<file path="src/rtl/ram_4k_arbiter.sv">
// Two-port round-robin arbiter/sequencer in front of a 4K x 16 synchronous-write RAM.
// Optional RAM_ARB_FETCH_RO_EN: port A becomes read-only and reports write attempts on a_err.
module ram_4k_arbiter #(
  parameter int unsigned ADDR_W = 12,
  parameter int unsigned DATA_W = 16
) (
  input  logic              clk,
  input  logic              rst_n,
  input  logic              a_req,
  input  logic              a_we,
  input  logic [ADDR_W-1:0] a_addr,
  input  logic [DATA_W-1:0] a_wdata,
  output logic              a_ack,
  output logic [DATA_W-1:0] a_rdata,
`ifdef RAM_ARB_FETCH_RO_EN
  output logic              a_err,
`endif
  input  logic              b_req,
  input  logic              b_we,
  input  logic [ADDR_W-1:0] b_addr,
  input  logic [DATA_W-1:0] b_wdata,
  output logic              b_ack,
  output logic [DATA_W-1:0] b_rdata,
  output logic              mem_e,
  output logic              mem_w,
  output logic              mem_r,
  output logic [ADDR_W-1:0] mem_addr,
  output logic [DATA_W-1:0] mem_d,
  input  logic [DATA_W-1:0] mem_q,
  output logic              busy
);

  typedef enum logic [1:0] {
    IDLE   = 2'd0,
    ACCESS = 2'd1,
    RESP   = 2'd2
  } state_t;

  typedef struct packed {
    logic              we;
    logic [ADDR_W-1:0] addr;
    logic [DATA_W-1:0] wdata;
  } txn_t;

`ifdef RAM_ARB_FETCH_RO_EN
  localparam logic FETCH_RO = 1'b1;
`else
  localparam logic FETCH_RO = 1'b0;
`endif
  localparam logic PORT_A = 1'b0;
  localparam logic PORT_B = 1'b1;

  state_t            state, state_d;
  txn_t              txn, txn_d;
  logic              gnt, gnt_d;
  logic              last, last_d;
  logic              blk, blk_d;
  logic              pick_b;
  logic              a_ack_d, b_ack_d;
  logic              mem_e_d, mem_w_d, mem_r_d;
  logic [ADDR_W-1:0] mem_addr_d;
  logic [DATA_W-1:0] mem_d_d;
  logic [DATA_W-1:0] a_rdata_d, b_rdata_d;
`ifdef RAM_ARB_FETCH_RO_EN
  logic              a_err_d;
`endif

  // Next-state and next-output decode; strobes for ACCESS are prepared on the grant edge
  always_comb begin
    state_d    = state;
    txn_d      = txn;
    gnt_d      = gnt;
    last_d     = last;
    blk_d      = blk;
    pick_b     = 1'b0;
    a_ack_d    = 1'b0;
    b_ack_d    = 1'b0;
    mem_e_d    = 1'b0;
    mem_w_d    = 1'b0;
    mem_r_d    = 1'b0;
    mem_addr_d = mem_addr;
    mem_d_d    = mem_d;
    a_rdata_d  = a_rdata;
    b_rdata_d  = b_rdata;
`ifdef RAM_ARB_FETCH_RO_EN
    a_err_d    = 1'b0;
`endif
    unique case (state)
      IDLE: begin
        if (a_req || b_req) begin
          // B wins only when A is idle or A was served last
          pick_b     = b_req && (!a_req || (last == PORT_A));
          gnt_d      = pick_b;
          txn_d      = pick_b ? {b_we, b_addr, b_wdata} : {a_we, a_addr, a_wdata};
          blk_d      = FETCH_RO && !pick_b && txn_d.we;
          mem_e_d    = !blk_d;
          mem_w_d    = txn_d.we && !blk_d;
          mem_r_d    = !txn_d.we && !blk_d;
          mem_addr_d = txn_d.addr;
          mem_d_d    = txn_d.wdata;
          state_d    = ACCESS;
        end
      end
      ACCESS: begin
        if (!txn.we) begin
          if (gnt == PORT_B) b_rdata_d = mem_q;
          else               a_rdata_d = mem_q;
        end
        a_ack_d = (gnt == PORT_A);
        b_ack_d = (gnt == PORT_B);
`ifdef RAM_ARB_FETCH_RO_EN
        a_err_d = blk;
`endif
        state_d = RESP;
      end
      RESP: begin
        last_d  = gnt;
        state_d = IDLE;
      end
      default: state_d = IDLE;
    endcase
  end

  // All state and outputs registered; reset clears strobes asynchronously
  always_ff @(posedge clk or negedge rst_n) begin
    if (!rst_n) begin
      state    <= IDLE;
      txn      <= '0;
      gnt      <= PORT_A;
      last     <= PORT_B;
      blk      <= 1'b0;
      a_ack    <= 1'b0;
      b_ack    <= 1'b0;
      mem_e    <= 1'b0;
      mem_w    <= 1'b0;
      mem_r    <= 1'b0;
      mem_addr <= '0;
      mem_d    <= '0;
      a_rdata  <= '0;
      b_rdata  <= '0;
      busy     <= 1'b0;
`ifdef RAM_ARB_FETCH_RO_EN
      a_err    <= 1'b0;
`endif
    end else begin
      state    <= state_d;
      txn      <= txn_d;
      gnt      <= gnt_d;
      last     <= last_d;
      blk      <= blk_d;
      a_ack    <= a_ack_d;
      b_ack    <= b_ack_d;
      mem_e    <= mem_e_d;
      mem_w    <= mem_w_d;
      mem_r    <= mem_r_d;
      mem_addr <= mem_addr_d;
      mem_d    <= mem_d_d;
      a_rdata  <= a_rdata_d;
      b_rdata  <= b_rdata_d;
      busy     <= (state_d != IDLE);
`ifdef RAM_ARB_FETCH_RO_EN
      a_err    <= a_err_d;
`endif
    end
  end

endmodule
</file>
<file path="config.mk">
export PLATFORM = sky130hd
export DESIGN_NAME = ram_4k_arbiter
export DESIGN_NICKNAME = d
export VERILOG_FILES = /design/src/rtl/ram_4k_arbiter.sv
export SDC_FILE = /design/constraint.sdc
export NUM_CORES = 1
export LEC_CHECK = 0
export CAP_MARGIN = 20
export CORE_MARGIN = 1.5
export CORE_UTILIZATION = 41
export DETAILED_ROUTE_END_ITERATION = 7
export GPL_TIMING_DRIVEN = 0
export MAX_ROUTING_LAYER = met4
export PLACE_DENSITY_LB_ADDON = 0.05
export SLEW_MARGIN = 15
export SYNTH_ARGS = -nofsm -noshare
export SYNTH_HDL_FRONTEND = slang
export SYNTH_SLANG_ARGS = --single-unit
</file>
<file path="constraint.sdc">
create_clock -name clk -period 1.8 [get_ports clk]
set_clock_uncertainty 0.15 [all_clocks]
set_input_delay 0.27 -clock clk [delete_from_list [all_inputs] [get_ports clk]]
set_output_delay 0.27 -clock clk [all_outputs]
set_load 0.01 [all_outputs]
</file>
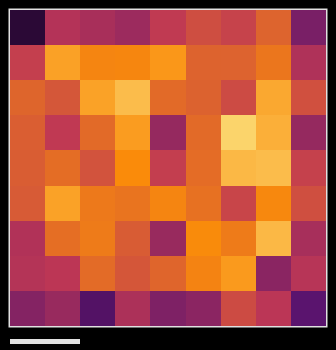
Figure 1: run 1, local utilization.
Scale bar: 20 um. The die is cut into 9 by 9 equal tiles; black is low, pale yellow is high, 0 to 100% covered.
- mean over tiles: 59%
- tiles over 75% full: 16%
- fullest tile: 91%
initial core utilization: 0.425
core utilization of the finished layout: 0.676

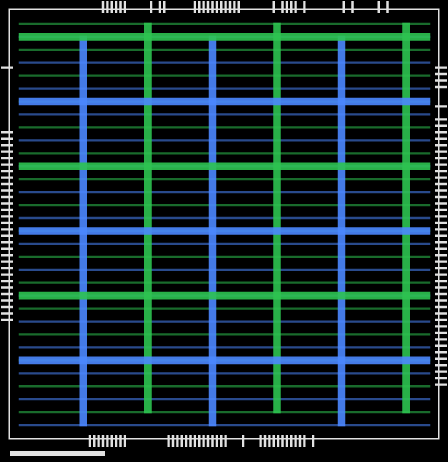
Figure 2: run 1, power grid.
Scale bar: 20 um. Pins as bars on the die edge.
- blue: VSS
- green: VDD
- met4 straps: 6
- met1 rails: 32
worst vdd rail ir drop: 0.721 mV
die height: 90.0 um
Die X: 90.0 um
Core Region: 7290 sq um

==> run notes, run 1 <==
Implementation summary

The insertion delay at the late pin of the worst-skew pair is 330 ps. The worst-case clock buffer depth is 2. In this run, the synthesized area fraction spent on xor and xnor cells is recorded as 0. The largest registers in the layout are a_rdata: 16 flops, b_rdata: 16 flops, mem_d: 16 flops. The category of the most critical setup path is reg -> reg. The classification of the worst-slack hold path is in -> async. The routed design could run at a clock period as short as 1750 ps.

The relative max-transition margin is 0.786. The detailed router put a total of 2960 um of wire on met1. The share of the Yosys chip area taken by registers is 0.573.

For this block, the initial DRC count from the detailed router was 41. The count of synthesis-stage warnings from yosys is 0. The cell depth of the worst setup path is 4. The critical path's slowest stage uses the library cell sky130_fd_sc_hd__dfstp_2. Among logic cells in the layout, the one with the most instances is sky130_fd_sc_hd__clkdlybuf4s50_1.

The count of cells along the worst register-to-register path is 4. The post-cts hold buffer count is 1. In the synthesized netlist, the cells that appear most often are sky130_fd_sc_hd__dfrtp_1 (70), sky130_fd_sc_hd__mux2_2 (49), sky130_fd_sc_hd__mux2_4 (28). Endpoints with negative setup slack in the final report add up to 0. Following the worst setup path forward leads to its endpoint at mem_d[10]. The script logs the ratio of routed vias to standard cells as 4.74. The largest fanout on the critical path is 10. The critical path goes through a21bo_2 -> buf_6 -> mux2_4 -> mux2_2. The number of placed cells counting well taps is 433. Across the run, the number of max-cap violations was 0. The total CTS buffers is 9.

STA lists the startpoint of the worst register-to-register path as last. The actual slew at the worst max-slew pin is 313 ps. Of the post-synthesis cell area, the dominant cell type holds 0.565. The placement summary gives the final routability congestion estimate as 0.722.

The HPWL after detailed placement is 4990 um. After synthesis, the mean cell area works out to 16.3 sq um. The number of global-route vias before repair came to 2316. For this run, the total global-route usage over all layers was measured as 0.182. Adding up every negative setup slack in the final design gives 0 ps.

The dominant combinational cell family by area after synthesis is multiplexers. The flow ran to the end, and the final reports show no timing, DRC or antenna violations. The number of antenna repair diodes is 0. The share of synthesized registers carrying an async set or reset is 1.00.

The global-route met3 utilization is 0.0448. The maximum level of the CTS H-tree is 3. The area share of and/or/nand/nor cells after synthesis is 0.0206.

The fraction of met2 tracks used by global routing is 0.284. Recorded from the global router log, the overflow total was 0. The post-synthesis net count is 268. The post-synthesis sequential element count is 71.

The relative area change from synthesis to final layout is 59.0%. The total tool warning count is 27. The hold violation count in the final report is 0. Looking at the reg2reg group, the worst path ends at mem_d[10].

STA puts the critical path data arrival time at 1810 ps. met2 is the most crowded layer. The cell-mix breakdown from Yosys lists the adder-cell area share as 0. The total length of routed met2 wires is 3140 um.

After synthesis, the share of cell area in mux cells is 0.363. The static power due to leakage is 2.14 nW. In the detailed route, the total length drawn on met3 is 469 um. Per the final layout report, the fraction of cells sized above drive strength 1 comes to 0.314.

The count of nets left with antenna violations once routing finished came out at 0. Dividing the final minimum period by the clock period gives 0.971. On the worst setup and hold paths after CTS, the clock-pin slew comes to 90 ps. Setup slack on the worst reg-to-reg path comes out at 50 ps.

The clock tree from TritonCTS is built. The sink count of the clock tree is 71. Ranked by total cell area, the synthesized netlist is headed by sky130_fd_sc_hd__dfrtp_1 (56%), sky130_fd_sc_hd__mux2_2 (18%), sky130_fd_sc_hd__mux2_4 (14%). The largest net degree at the start of global routing is 61. Leaving out filler cells and counting taps, the final layout contains 453. The required time of the critical path is 1870 ps. The delay contributed by the slowest stage of the critical path is 530 ps. The power density of the placed cells is 1600 nW/um^2. The area figure in the yosys stat output is 3100 sq um. Per the cell usage report, the commonest logic cells after layout are sky130_fd_sc_hd__clkdlybuf4s50_1 (142), sky130_fd_sc_hd__dfrtp_1 (70), sky130_fd_sc_hd__mux2_2 (49).

The number of antenna violations at the first check in global routing was 0. The type of element capturing the critical path is a register. The routed design has 6700 um of wire. The die covers 8090 sq um. The post-cts resize count is 0. The first global-routing pass estimated 11300 um of wire.

Per the detail_route report, routed wire per instance is 14.8 um. The number of remaining DRC errors is 0. For this run, the detailed router's first-pass iteration total came to 4. The number of unique standard cell types used by synthesis is 18. The buffers inserted during post-CTS setup optimization is 3. The overall power of the completed layout is 0.00790 W. For this run, the post-layout net count is 427. Of the total synthesized cell area, the portion taken by AND-OR and OR-AND cells is 0.00888. The worst setup path is launched from a register. Per the post-synthesis report, the number of cells in the design is 190. The most critical hold endpoint after final layout shows a slack of 148 ps. The highest clock frequency the design can meet is 0.572 GHz. The cell family with the largest share of critical-path delay is multiplexers. sky130_fd_sc_hd__dfrtp_1 is the most common cell in the netlist. The final timing report lists a max-slew violation count of 0. Setup repair after global routing could not meet its margin everywhere. In this run the cell area of the synthesized design comes to 3100 sq um. The number of flops mapped to enable cells by yosys is 0. Routing resource usage on met1 recorded by global route was 0.224. The number of buffers and inverters on the critical path is 1.

For this block, the via count after detailed routing is 2146. Looking at the clock tree report, the root buffer type is sky130_fd_sc_hd__clkbuf_8. The launch point of the worst path is last. Per the detail_route log, the uppermost layer with routed signals is met4. Per the synthesis report, the dominant area consumer among library cells is sky130_fd_sc_hd__dfrtp_1. Per the Yosys statistics, synthesis produced 190 cells. Per the synth stats, the flop cell with the highest instance count is sky130_fd_sc_hd__dfrtp_1.
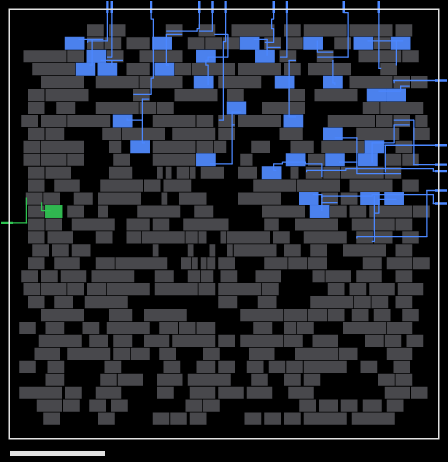
Figure 3: run 1, wires at chosen ports, followed through buffers.
Scale bar: 20 um.
- green: a_we (bits 1; direction input; edge west; end cells 1; buffers 1; wire 11.8 um)
- blue: mem_q (bits 16; direction input; edge 10 north, 6 east; end cells 32; buffers 16; wire 476 um)
number of top-level pins: 144
IO Port Bufs: 143

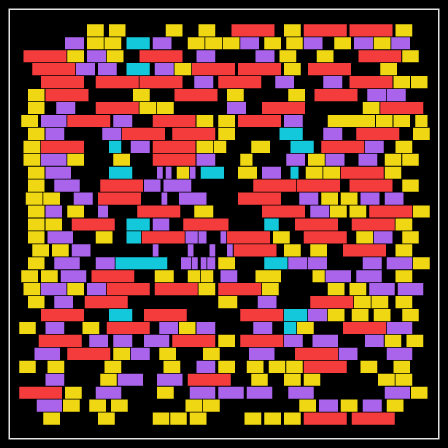
Figure 4: run 1, placed cells, one colour a class.
- purple: combinational and other logic (cells 110; share of their area 26%)
- yellow: remaining buffers and delay cells (cells 157; share of their area 33%)
- red: sequential cells (cells 71; share of their area 37%)
- cyan: clock drivers and dummy loads (cells 16; share of their area 4.3%)
number of placement rows: 31
final cell area excluding filler cells: 4930 sq um

## run 1: layout make-up
class                      count  area, sq um
buffer                         9         93.8
clock buffer                  10          138
clock inverter                 6         67.6
fill                         576         2360
inverter                       6         22.5
multi-input combinational    104         1220
sequential                    71         1780
tap                           99          124
timing repair buffer         148         1490
## run 1: power breakdown
group,internal (W),switching [W]
Combinational,0.00242,0.00139
Clock,0.000682,0.000605
Sequential,0.00241,0.000396
## run 1: metrics by stage
step	setup WS (ps)	area, sq um
6_report	53.1	4930
5_1_grt	-1.90	4930
4_1_cts	30.9	4920
3_5_place_dp	-233	4680
3_3_place_gp	-2120	4660
2_1_floorplan	133	3100
Figure 5. Routing congestion map (run 1).
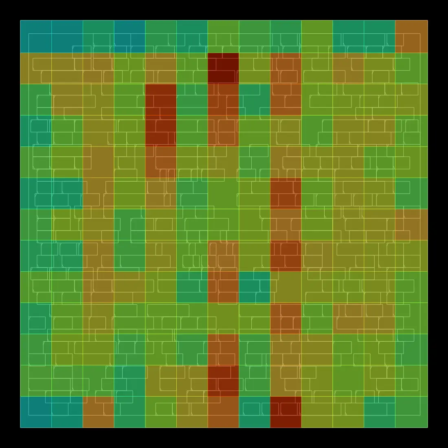

==> run 2, diff against run 1 <==
--- a/config.mk
+++ b/config.mk
@@ -7,5 +7,5 @@
 export LEC_CHECK = 0
 export CAP_MARGIN = 20
-export CORE_MARGIN = 1.5
+export CORE_MARGIN = 2
 export CORE_UTILIZATION = 41
 export DETAILED_ROUTE_END_ITERATION = 7
@@ -13,4 +13,5 @@
 export MAX_ROUTING_LAYER = met4
 export PLACE_DENSITY_LB_ADDON = 0.05
+export RECOVER_POWER = 50
 export SLEW_MARGIN = 15
 export SYNTH_ARGS = -nofsm -noshare
==> constraint.sdc (replaced) <==
create_clock -name clk -period 1.8 [get_ports clk]
set_clock_uncertainty 0.15 [all_clocks]
set_input_delay 0.18 -clock clk [delete_from_list [all_inputs] [get_ports clk]]
set_output_delay 0.18 -clock clk [all_outputs]
set_load 0.01 [all_outputs]
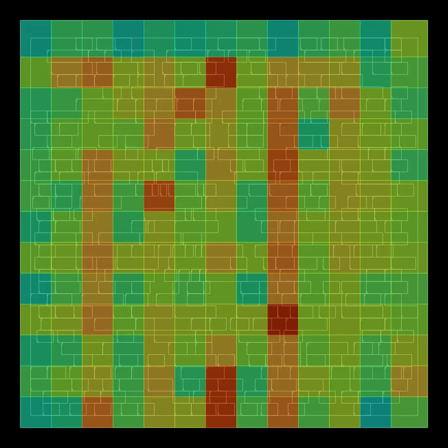
Figure 6: run 2, routing congestion map.
met2 Resource Use GR: 0.282
Most Crowded Layer GR: met2
core utilization of the finished layout: 0.674
global-route met3 utilization: 0.0315
met1 GRT Util: 0.218

==> run 2 against run 1 <==
  * Worst setup slack improved by 5.3 ps
  * Register-to-register slack barely moved
  * Via count shrank 2.1%
  * Wire length fell by 1.8%
  * Critical path type unchanged
  * Largest power group unchanged
==> run notes, run 2 <==
Implementation summary

The worst slack at placement came to -127 ps (was -233 ps). The end point of the critical path is mem_d[2] (was mem_d[10]). The count of plain and timing-repair buffers is 156 (was 157). The cell class ranked first by area is sequential cells (unchanged).

The count of cells along the worst register-to-register path is 4 (unchanged). The part of the total power dissipated in sequential elements is 0.356 (was 0.355). The top cell type by instance count after synthesis is sky130_fd_sc_hd__dfrtp_1 (unchanged). The synthesized netlist cell count is 190 (unchanged).

The buffer-and-inverter tally for the worst setup path is 1 (unchanged). The final critical delay including setup and external delays is 1740 ps (was 1750 ps). The total tool warning count is 26 (was 27). The combined flip-flop and latch cell area was 1780 sq um (unchanged).

The sequential share of the synthesized area came to 0.573 (unchanged). The worst-case clock buffer depth came to 2 (unchanged). The endpoint of the worst register-to-register path is mem_d[2] (was mem_d[10]). The data arrival time of the critical path is 1810 ps (about the same). Commonest cells after routing, fill and taps aside: sky130_fd_sc_hd__clkdlybuf4s50_1 (118), sky130_fd_sc_hd__dfrtp_1 (70), sky130_fd_sc_hd__mux2_2 (49) (was sky130_fd_sc_hd__clkdlybuf4s50_1 (142), sky130_fd_sc_hd__dfrtp_1 (70), sky130_fd_sc_hd__mux2_2 (49)). The width of the die is 91.0 um (was 90.0 um). The number of pins exceeding their max-slew limit in the final report is 0 (unchanged). The non-filler instance count after layout is 452 (was 453). The logic share of the area was 0.248 (was 0.247). The multiplexer share of the synthesized area is 0.363 (unchanged). The insertion delay at the late pin of the worst-skew pair was 330 ps (about the same).

The relative area change from synthesis to final layout is 58.6% (was 59.0%). The final-layout setup total negative slack is 0 ps (unchanged). The post-synthesis average cell area is 16.3 sq um (unchanged). The number of rows in the core area is 31 (unchanged).

The largest fanout on the critical path is 10 (unchanged). The number of antenna violations at the first check in global routing is 0 (unchanged). The global-route usage over all layers came to 0.176 (was 0.182). The number of unique standard cell types used by synthesis is 18 (unchanged).

The detail-routed net length per standard cell is 14.6 um (was 14.8 um). The minimum setup slack in the final design is 58.4 ps (was 53.1 ps). The proportion of netlist area held by the largest area contributor is 0.565 (unchanged).

The number of placed cells counting well taps is 433 (unchanged). The fraction of the core area occupied by cells at floorplan is 0.425 (unchanged). The number of setup violations in the final report is 0 (unchanged).

Outcome: complete, no violations (unchanged). The core area is 7290 sq um (unchanged). The flop count is 71 (unchanged). Largest registers: a_rdata: 16 flops, b_rdata: 16 flops, mem_d: 16 flops (unchanged). The logic gate share of total power was 0.469 (was 0.482).

The via-per-instance ratio came to 4.65 (was 4.74). The number of nets still failing antenna checks after routing is 0 (unchanged). The cell depth of the worst setup path is 4 (unchanged).

The hold violation count in the final report is 0 (unchanged). The first-pass detailed-route iteration total came to 4 (unchanged). The net switching share of the total power came to 0.299 (was 0.303). The violation count after the first detailed-routing iteration is 36 (was 41). The total global routing overflow was 0 (unchanged). The number of port buffers is 143 (unchanged).

The first-pass GRT wire length is 11000 um (was 11300 um). The clock buffer count was 9 (was 10). Cell types with the largest area share after synthesis: sky130_fd_sc_hd__dfrtp_1 (56%), sky130_fd_sc_hd__mux2_2 (18%), sky130_fd_sc_hd__mux2_4 (14%) (unchanged). The number of antenna repair diodes came to 0 (unchanged). The most common library cell in the layout ignoring fill and taps is sky130_fd_sc_hd__clkdlybuf4s50_1 (unchanged). The number of maximum-capacitance constraint violations came to 0 (unchanged). The power density of the placed cells is 1590 nW/um^2 (was 1600 nW/um^2). The sink count of the clock tree came to 71 (unchanged). The category of the most critical setup path is reg -> reg (unchanged). The internal power component is 0.00549 W (was 0.00551 W). The overall via count from detail_route is 2100 (was 2146). The layout cell share with drive strength beyond 1 is 0.314 (about the same).

The area of the multi-input gates is 1220 sq um (unchanged). The element type at the critical path start is a register (unchanged). The proportion of power drawn by the clock network came to 0.174 (was 0.163).

The clock network area share is 0.0450 (was 0.0416). The overall power of the completed layout is 0.00784 W (was 0.00790 W). The fraction of area in registers is 0.362 (was 0.361). The type of element capturing the critical path is a register (unchanged). The clock tree from TritonCTS is built (unchanged). The adder-cell share of the synthesized area is 0 (unchanged). The total length of routed met2 wires was 3320 um (was 3140 um). The number of top-level pins is 144 (unchanged). The highest clock frequency the design can meet is 0.574 GHz (was 0.572 GHz). The routed length on met1 is 2810 um (was 2960 um).

The uppermost layer routed is met4 (unchanged). The area of all placed cells without fillers is 4920 sq um (was 4930 sq um). The number of remaining DRC errors is 0 (unchanged).

The maximum level of the CTS H-tree is 3 (unchanged). The largest net degree at the start of global routing is 39 (was 61). The total die area came to 8270 sq um (was 8090 sq um).

The global placement routability congestion is 0.677 (was 0.722). RSZ-0062 raised after global routing: false (was true). The non-clock buffering overhead in the final layout came to 0.316 (was 0.321). The total met3 wirelength after detailed routing came to 344 um (was 469 um). The count of inverters not on the clock network in the layout is 6 (unchanged).

List of most frequent post-synthesis cells: sky130_fd_sc_hd__dfrtp_1 (70), sky130_fd_sc_hd__mux2_2 (49), sky130_fd_sc_hd__mux2_4 (28) (unchanged). The launch point of the worst path is last (unchanged). The cell family with the largest share of critical-path delay is multiplexers (unchanged).

The final-layout worst hold slack is 323 ps (was 148 ps). The maximum VDD drop is 0.716 mV (was 0.721 mV). The required time of the critical path was 1870 ps (about the same). The share of the clock period used by the worst path after layout is 0.968 (was 0.971). The area figure in the yosys stat output came to 3100 sq um (unchanged). The clock root buffer master is sky130_fd_sc_hd__clkbuf_8 (unchanged).

The total CTS buffers is 9 (unchanged). The total of fill cells in the finished design came to 564 (was 576). The post-detailed-placement half-perimeter wirelength is 4960 um (was 4990 um). The predominant post-synthesis flop cell was sky130_fd_sc_hd__dfrtp_1 (unchanged).

The synthesized-area fraction occupied by ao, oa, aoi and oai cells is 0.00888 (unchanged). The classification of the worst-slack hold path is in -> reg (was in -> async). The critical-path cell with the highest stage delay was sky130_fd_sc_hd__dfstp_2 (unchanged). The static power due to leakage is 2.15 nW (was 2.14 nW).
-- run 2: what timing repair did --
item                                   in CTS  in global routing
setup endpoints to repair                  20                 26
endpoints found under the hold margin      33                  0
hold buffers                                1                  0
resized                                     0                  4
pin swaps                                   2                  0
buffers inserted                            2                  0
gates cloned                                0                  0
-- run 2: power by group through the flow --
stage / clock network [W] / logic, W / registers, W
final: 0.00137 / 0.00368 / 0.00279
after global routing: 0.00149 / 0.00393 / 0.00291
after CTS: 0.00142 / 0.00382 / 0.00281
after detailed placement: 0 / 0.00379 / 0.00283
after global placement: 0 / 0.00374 / 0.00280
after floorplan: 0 / 0.00144 / 0.00318
-- run 2: cells by family after synthesis --
kind of cell | Yosys count
DFF | 71
and+or+nand+nor | 9
AOI/OAI and AO/OA | 4
muxes | 91
buffers and inverters | 15
Figure 7. Local utilization (run 2).
Scale bar: 20 um. The die is cut into 9 by 9 equal tiles; black is low, pale yellow is high, 0 to 100% covered.
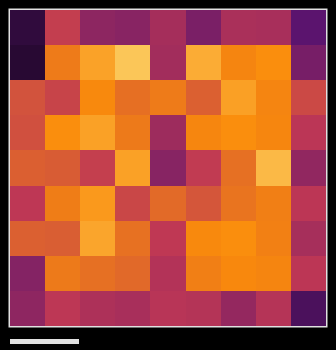

==> run 3, diff against run 2 <==
Settings changed: CORE_MARGIN 2 to 8, CORE_UTILIZATION 41 to 37.
Clock period 1.8 ns to 1.6 ns, I/O delays scaled along.
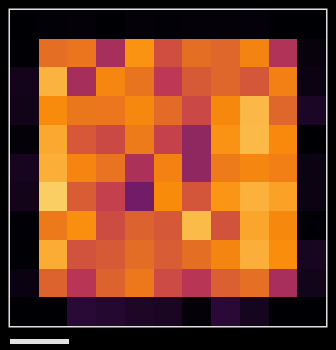
Figure 8: run 3, local utilization.
Scale bar: 20 um. The die is cut into 11 by 11 equal tiles; black is low, pale yellow is high, 0 to 100% covered.
- nearly empty tiles: 19%
- fullest tile: 89%
- mean over tiles: 45%
- tiles over 75% full: 14%
initial core utilization: 0.379
core utilization of the finished layout: 0.653
Core Region: 8180 sq um

==> run 3 against run 2 <==
  * The run now ends with setup timing left
  * Wire length rose by 23%
  * Final area is 8.6% higher
  * Power increased by 25%
  * Clock-buffer cell count rose by 2
  * Highest routed layer unchanged
  * Largest power group unchanged
  * Combinational power grew 37%
  * Maximum frequency rose by 1.9%
  * Via count grew 1.8%
  * Critical path depth is the same
  * Hold slack worse by 2.1 ps
==> run notes, run 3 <==
Implementation summary

Outcome: complete, but fails checks (was complete, no violations). The checks that failed: setup timing. The violation count after the first detailed-routing iteration is 36 (unchanged). The minimum setup slack in the final design is -109 ps (was 58.4 ps).

The number of port buffers was 143 (unchanged). The reg-to-reg critical path startpoint is last (unchanged). The count of plain and timing-repair buffers came to 163 (was 156). The element type at the critical path start is a register (unchanged). The global-route usage over all layers came to 0.144 (was 0.176).

The overall via count from detail_route is 2137 (was 2100). The number of placed cells counting well taps is 439 (was 433). The width of the die came to 108 um (was 91.0 um). The global placement routability congestion was 0.687 (was 0.677).

The total cells reported by yosys after synthesis is 190 (unchanged). The combined area of all synthesized cells is 3100 sq um (unchanged). The power density of the placed cells is 1840 nW/um^2 (was 1590 nW/um^2). Commonest cells after routing, fill and taps aside: sky130_fd_sc_hd__clkdlybuf4s50_1 (104), sky130_fd_sc_hd__mux2_4 (87), sky130_fd_sc_hd__dfrtp_1 (70) (was sky130_fd_sc_hd__clkdlybuf4s50_1 (118), sky130_fd_sc_hd__dfrtp_1 (70), sky130_fd_sc_hd__mux2_2 (49)). The number of remaining DRC errors came to 0 (unchanged). The number of antenna violations at the first check in global routing is 0 (unchanged). List of most frequent post-synthesis cells: sky130_fd_sc_hd__dfrtp_1 (70), sky130_fd_sc_hd__mux2_2 (49), sky130_fd_sc_hd__mux2_4 (28) (unchanged). The combined flip-flop and latch cell area is 1780 sq um (unchanged).

The first-pass detailed-route iteration total was 4 (unchanged). The end point of the critical path is mem_d[11] (was mem_d[2]). The clock root buffer master is sky130_fd_sc_hd__clkbuf_8 (unchanged). The total global routing overflow was 0 (unchanged). The number of nets still failing antenna checks after routing was 0 (unchanged).

The number of setup violations in the final report came to 28 (was 0). The die outline height is 108 um (was 91.0 um). The total CTS buffers is 9 (unchanged).

The total of fill cells in the finished design is 635 (was 564). The net switching share of the total power was 0.297 (was 0.299). The number of maximum-capacitance constraint violations is 0 (unchanged).

The type of element capturing the critical path is a register (unchanged). The count of inverters not on the clock network in the layout came to 6 (unchanged). The worst slack at placement is -354 ps (was -127 ps). The final-layout worst hold slack came to 320 ps (was 323 ps). The actual slew at the worst max-slew pin came to 994 ps (was 826 ps). The sequential share of the synthesized area came to 0.573 (unchanged). The met1 usage in global routing is 0.170 (was 0.218).

The clock-pin slew reported for the worst setup and hold paths after clock tree synthesis came to 70 ps (was 80 ps). The post-detailed-placement half-perimeter wirelength is 5890 um (was 4960 um). The via-per-instance ratio came to 4.61 (was 4.65). The proportion of power drawn by the clock network came to 0.157 (was 0.174). The reported combinational group power came to 0.00505 W (was 0.00368 W). Cell chain of the critical path: a21bo_4 -> buf_12 -> mux2_4 -> mux2_4 (was a21bo_2 -> buf_6 -> mux2_4 -> mux2_2).

The classification of the worst-slack hold path is in -> reg (unchanged). The library cell occupying the most area in the post-synthesis netlist is sky130_fd_sc_hd__dfrtp_1 (unchanged). The logic share of the area is 0.273 (was 0.248). The flop-to-flop setup slack is -110 ps (was 60 ps). The final layout net count was 433 (was 426). The clock buffer count was 11 (was 9).

The most common library cell in the layout ignoring fill and taps is sky130_fd_sc_hd__clkdlybuf4s50_1 (unchanged). The number of rows in the core area is 33 (was 31). The count of synthesis-stage warnings from yosys is 0 (unchanged). The area of all placed cells without fillers was 5340 sq um (was 4920 sq um).

The clock tree from TritonCTS is built (unchanged). The fraction of met2 tracks used by global routing is 0.215 (was 0.282). The total length of routed met2 wires is 3880 um (was 3320 um). Cell types with the largest area share after synthesis: sky130_fd_sc_hd__dfrtp_1 (56%), sky130_fd_sc_hd__mux2_2 (18%), sky130_fd_sc_hd__mux2_4 (14%) (unchanged).

The maximum level of the CTS H-tree is 3 (unchanged). The count of multi-input combinational gates was 104 (unchanged). Largest registers: a_rdata: 16 flops, b_rdata: 16 flops, mem_d: 16 flops (unchanged). The placed standard-cell area is 4820 sq um (was 4670 sq um). The required time of the critical path came to 1670 ps (was 1870 ps).

The total met3 wirelength after detailed routing is 692 um (was 344 um). The number of top-level pins is 144 (unchanged). The delay contributed by the slowest stage of the critical path was 550 ps (was 530 ps).

The first-pass GRT wire length came to 12600 um (was 11000 um). The proportion of netlist area held by the largest area contributor is 0.565 (unchanged). The routed length on met1 is 3450 um (was 2810 um). The endpoint of the worst register-to-register path was mem_d[11] (was mem_d[2]). The number of global-route vias before repair came to 2353 (was 2246).

The number of unique standard cell types used by synthesis is 18 (unchanged). The hold violation count in the final report is 0 (unchanged).
-- run 3: kinds of logic after synthesis --
kind of cell / count (synthesis) / share of synthesized area
buffers and inverters: 15 / 0.0339
flip-flops: 71 / 0.573
AND-OR/OR-AND: 4 / 0.00888
multiplexers: 91 / 0.363
AND/OR/NAND/NOR: 9 / 0.0206
-- run 3: worst max-delay path, delay by kind of cell (launching register included) --
family | cells | cell delay [ps]
multiplexers | 2 | 570
flip-flops | 1 | 550
AND-OR/OR-AND | 1 | 170
buffers and inverters | 1 | 160
-- run 3: what timing repair did --
action | 4_1_cts | 5_1_grt
gates cloned | 2 | 0
setup endpoints to repair | 63 | 98
hold buffers | 1 | 0
endpoints found under the hold margin | 39 | 0
setup buffers | 4 | 4
pin swaps | 2 | 2
gates resized | 38 | 42
Power and IR drop assume default switching activity.
